## config.mk

```make
export PLATFORM = sky130hd
export DESIGN_NAME = bit_serial_adder_ctrl
export DESIGN_NICKNAME = d
export VERILOG_FILES = /design/src/rtl/bit_serial_adder_ctrl.sv
export SDC_FILE = /design/constraint.sdc
export NUM_CORES = 1
export LEC_CHECK = 0
export CORE_ASPECT_RATIO = 0.6
export CORE_MARGIN = 2
export CORE_UTILIZATION = 45
export DETAILED_ROUTE_END_ITERATION = 6
export PLACE_DENSITY_LB_ADDON = 0.1
export SETUP_SLACK_MARGIN = 0.05
export SLEW_MARGIN = 20
export SYNTH_ARGS = -nofsm -noshare
export SYNTH_HDL_FRONTEND = slang
export SYNTH_SLANG_ARGS = --single-unit
```

## constraint.sdc

```tcl
create_clock -name clk -period 2.35 [get_ports clk]
set_input_delay 0.705 -clock clk [delete_from_list [all_inputs] [get_ports clk]]
set_output_delay 0.705 -clock clk [all_outputs]
set_load 0.02 [all_outputs]
```

## src/rtl/bit_serial_adder_ctrl.sv

```systemverilog
// ============================================================================
// Module   : bit_serial_adder_ctrl
// Function : Bit-serial adder controller. It drives one full-adder slice over
//            WIDTH bits, LSB first. Optional ADDSUB_EN adds subtraction.
// Revision : 1.0 - initial release
// ============================================================================
`default_nettype none

module bit_serial_adder_ctrl #(
  parameter int WIDTH = 8
) (
  input  logic             clk,
  input  logic             rst,
  input  logic             in_valid_i,
  output logic             in_ready_o,
  input  logic [WIDTH-1:0] a_i,
  input  logic [WIDTH-1:0] b_i,
  input  logic             cin_i,
`ifdef ADDSUB_EN
  input  logic             sub_i,
`endif
  output logic             out_valid_o,
  input  logic             out_ready_i,
  output logic [WIDTH-1:0] sum_o,
  output logic             cout_o,
  output logic             busy_o
);

  localparam int CNT_W = (WIDTH > 1) ? $clog2(WIDTH) : 1;

  localparam logic [1:0] c_IDLE = 2'd0;
  localparam logic [1:0] c_RUN  = 2'd1;
  localparam logic [1:0] c_DONE = 2'd2;

  localparam logic [CNT_W-1:0] c_LAST_BIT = CNT_W'(WIDTH - 1);

  logic [1:0]       state_q, state_d;
  logic             in_ready_q, in_ready_d;
  logic             out_valid_q, out_valid_d;
  logic             busy_q, busy_d;

  logic [WIDTH-1:0] a_sr_q, a_sr_d;
  logic [WIDTH-1:0] b_sr_q, b_sr_d;
  logic [WIDTH-1:0] sum_sr_q, sum_sr_d;
  logic             carry_q, carry_d;
  logic             cout_q, cout_d;
  logic [CNT_W-1:0] cnt_q, cnt_d;

  logic             accept;
  logic             last_bit;
  logic             slice_x, slice_y, slice_z;
  logic             slice_sum, slice_carry;

  assign accept   = in_valid_i && in_ready_q;
  assign last_bit = (cnt_q == c_LAST_BIT);

  assign slice_x     = a_sr_q[0];
  assign slice_y     = b_sr_q[0];
  assign slice_z     = carry_q;
  assign slice_sum   = slice_x ^ slice_y ^ slice_z;
  assign slice_carry = (slice_x & slice_y) | (slice_x & slice_z) | (slice_y & slice_z);

  always_ff @(posedge clk) begin
    if (rst) begin
      state_q <= c_IDLE;
    end else begin
      state_q <= state_d;
    end
  end

  always_comb begin
    state_d = state_q;
    case (state_q)
      c_IDLE: if (accept)      state_d = c_RUN;
      c_RUN:  if (last_bit)    state_d = c_DONE;
      c_DONE: if (out_ready_i) state_d = c_IDLE;
      default:                 state_d = c_IDLE;
    endcase
  end

  // Status flags are decoded from the next state and registered, so every
  // output leaves the block straight from a flop.
  always_comb begin
    in_ready_d  = (state_d == c_IDLE);
    out_valid_d = (state_d == c_DONE);
    busy_d      = (state_d == c_RUN) || (state_d == c_DONE);
  end

  always_ff @(posedge clk) begin
    if (rst) begin
      in_ready_q  <= 1'b1;
      out_valid_q <= 1'b0;
      busy_q      <= 1'b0;
    end else begin
      in_ready_q  <= in_ready_d;
      out_valid_q <= out_valid_d;
      busy_q      <= busy_d;
    end
  end

  always_comb begin
    a_sr_d   = a_sr_q;
    b_sr_d   = b_sr_q;
    sum_sr_d = sum_sr_q;
    carry_d  = carry_q;
    cout_d   = cout_q;
    cnt_d    = cnt_q;
    case (state_q)
      c_IDLE: begin
        if (accept) begin
          a_sr_d = a_i;
          cnt_d  = '0;
`ifdef ADDSUB_EN
          // Two's-complement subtraction: a + ~b + 1.
          if (sub_i) begin
            b_sr_d  = ~b_i;
            carry_d = 1'b1;
          end else begin
            b_sr_d  = b_i;
            carry_d = cin_i;
          end
`else
          b_sr_d  = b_i;
          carry_d = cin_i;
`endif
        end
      end
      c_RUN: begin
        a_sr_d   = {1'b0, a_sr_q[WIDTH-1:1]};
        b_sr_d   = {1'b0, b_sr_q[WIDTH-1:1]};
        sum_sr_d = {slice_sum, sum_sr_q[WIDTH-1:1]};
        carry_d  = slice_carry;
        if (last_bit) begin
          cout_d = slice_carry;
        end else begin
          cnt_d = cnt_q + CNT_W'(1);
        end
      end
      default: begin
      end
    endcase
  end

  always_ff @(posedge clk) begin
    if (rst) begin
      a_sr_q   <= '0;
      b_sr_q   <= '0;
      sum_sr_q <= '0;
      carry_q  <= 1'b0;
      cout_q   <= 1'b0;
      cnt_q    <= '0;
    end else begin
      a_sr_q   <= a_sr_d;
      b_sr_q   <= b_sr_d;
      sum_sr_q <= sum_sr_d;
      carry_q  <= carry_d;
      cout_q   <= cout_d;
      cnt_q    <= cnt_d;
    end
  end

  // The sum shift register only moves in RUN, so it doubles as the result
  // register and holds the word steady through DONE.
  assign in_ready_o  = in_ready_q;
  assign out_valid_o = out_valid_q;
  assign busy_o      = busy_q;
  assign sum_o       = sum_sr_q;
  assign cout_o      = cout_q;

endmodule

`default_nettype wire

```

==> run_results.csv <==
group,metric,value,unit
layout,nClkBuffers,5,
timing,worst_pin_slew,0.555,ns
global_route,gr-usage-met3,4.86,%
layout,nNonClkInverters,3,
clock_tree,cts_sinks,34,
worst_setup_path,critPathSlowestCell,"clkdlybuf4s50_1",
clock_tree,postCtsHoldBufs,0,
global_route,grtUsageTotal,16.6,%
floorplan,n_tap_cell,45,
floorplan,fp_util,48.2,%
layout,sh_seq_area,33.6,%
worst_setup_path,cp-start-kind,"flip-flop",
global_route,grt_pass1_wl,5070,µm
timing,slew_viol_final,0,
layout,nets,213,
layout,comb_area,831,µm²
timing,min_period,1.99,ns
worst_setup_path,cp.depth,1,
layout,clock_area_share,3.89,%
yosys,topCellsByArea,"dfxtp_1, mux2_4, o311a_1, o21bai_1, a21oi_1",
yosys,adder_share,4.37,%
place,portBuffers,32,
clock_tree,path_clk_slew,0.07,ns
floorplan,rows,16,
timing,fmax,501,MHz
power_and_ir_drop,peakVddDrop,320,µV
worst_setup_path,crit_fanout,4,
routing,via_count,1227,
run_status,status,"completed",
yosys,syn_area,1600,µm²
yosys,common_cells,"dfxtp_1, nand2_1, a21oi_1, o21bai_1, o311a_1",
worst_setup_path,path_class,"reg2out",
routing,drcViolationCount,0,
layout,drive_above_1_share,17.1,%
yosys,synthArstFlopShare,0,%
worst_setup_path,crit_chain,"clkdlybuf4s50_1",
hold_path,min_to,"sum_o[0]$_SDFFE_PP0P_",
yosys,ff_type,"dfxtp_1",
place,dpl.hpwl,2070,µm
layout,nMultiInputCombCells,106,
timing,rsz0062_at_grt,"false",
clock_tree,h-tree-depth,2,
clock_tree,ctsLongestPathBuffers,2,
flow_run,warnings,27,
place,dp_cells,225,
routing,firstDrtPassIters,4,
hold_path,hold_class,"reg2reg",
worst_setup_path,worstSetupStartpoint,"in_ready_o$_SDFF_PP1_",
yosys,synthMuxAreaShare,13.1,%
yosys,yosysTopAreaCellShare,42.5,%
floorplan,io_pins,33,
routing,routed_via_density,5.29,
layout,lay_top_count,"dfxtp_1",
routing,dr_wl_met3,158,µm
worst_setup_path,crit_buf_inv,1,
layout,ff_count,34,
layout,fin_cells,232,
yosys,xor_share,0,%
global_route,antenna_found_initial,0,
worst_setup_path,ff2ff_path_depth,6,
layout,area_growth,26.5,%
-- cell families after synthesis --
kind of cell    Yosys count
fa+ha+maj                 5
flops                    34
simple gates             37
mux                      15
compound gates           49
buf+inv                  17
-- power by group --
part / total (µW) / internal [µW] / switching [µW]
registers: 647 / 621 / 25.8
logic: 267 / 157 / 111
clock network: 390 / 198 / 192
-- stage by stage --
step                      setup WS (ns)  hold slack, ns  total power [µW]
after floorplan                   0.667           0.449               848
after global placement            0.188           0.443               918
after CTS                         0.341           0.467              1320
after detailed placement          0.123           0.457               926
final                             0.355           0.463              1300
after global routing              0.295           0.494              1370
==> images/io_placement.png <==
Pins as bars across the die edge, other pins in grey.
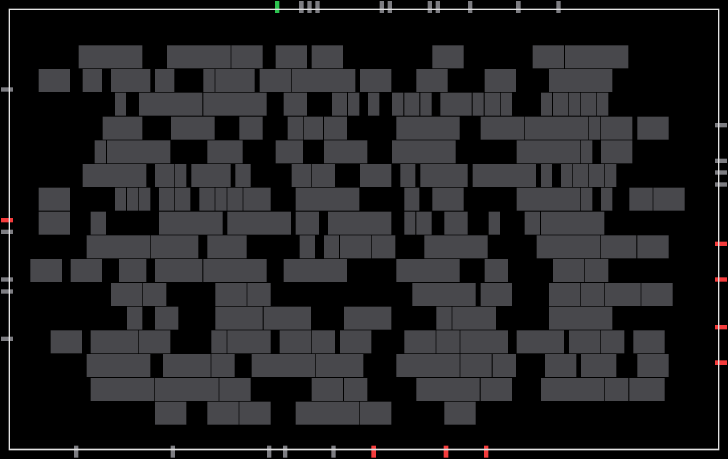
legend:
  green:
    port: `out_valid_o`
    pins: 1
    direction: output
    edge: top
  red:
    port: `b_i`
    pins: 8
    direction: input
    edge: 4 right, 3 bottom, 1 left

==> images/logic_types.png <==
Scale bar: 20 µm.
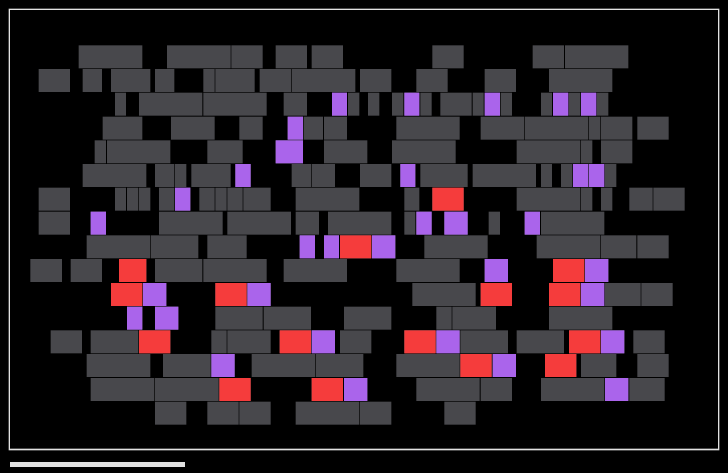
legend:
  purple:
    family: aoi and oai cells
    cells: 33
  red:
    family: non-inverting ao/oa cells
    cells: 16

==> images/wires.png <==
Only two layers are drawn.
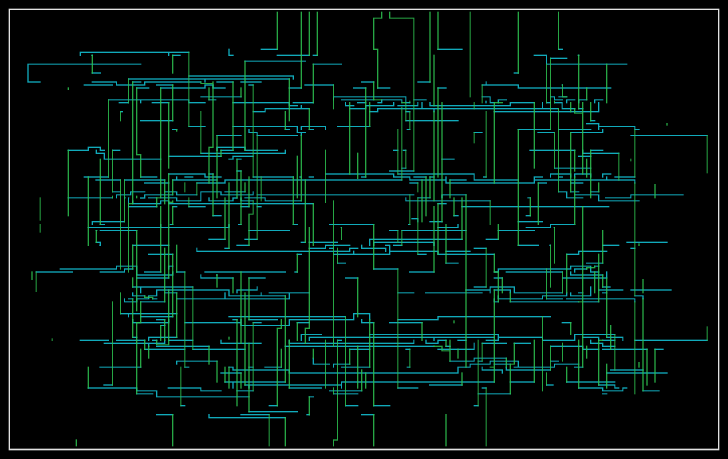
legend:
  green:
    layer: metal 2
    wire_length: 1250 µm
  cyan:
    layer: metal 1
    wire_length: 1570 µm

==> images/flops_by_reg.png <==
Scale bar: 20 µm. Other sequential cells in the stronger grey, the rest of the logic in the fainter grey.
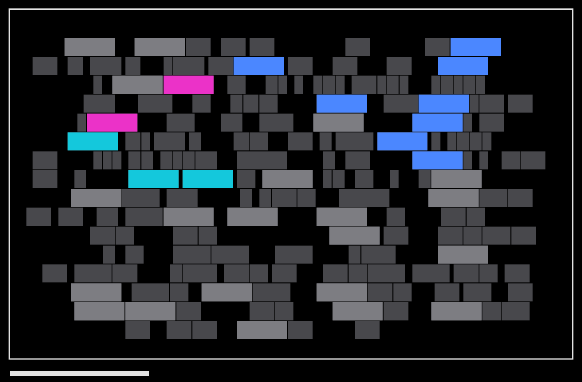
legend:
  blue:
    netlist_name: `sum_o`
    sequential_cells: 8
    where: top right
  cyan:
    netlist_name: `cnt_q`
    sequential_cells: 3
  magenta:
    netlist_name: `state_q`
    sequential_cells: 2

No activity file was given, so power comes from the tool's default toggle rates.
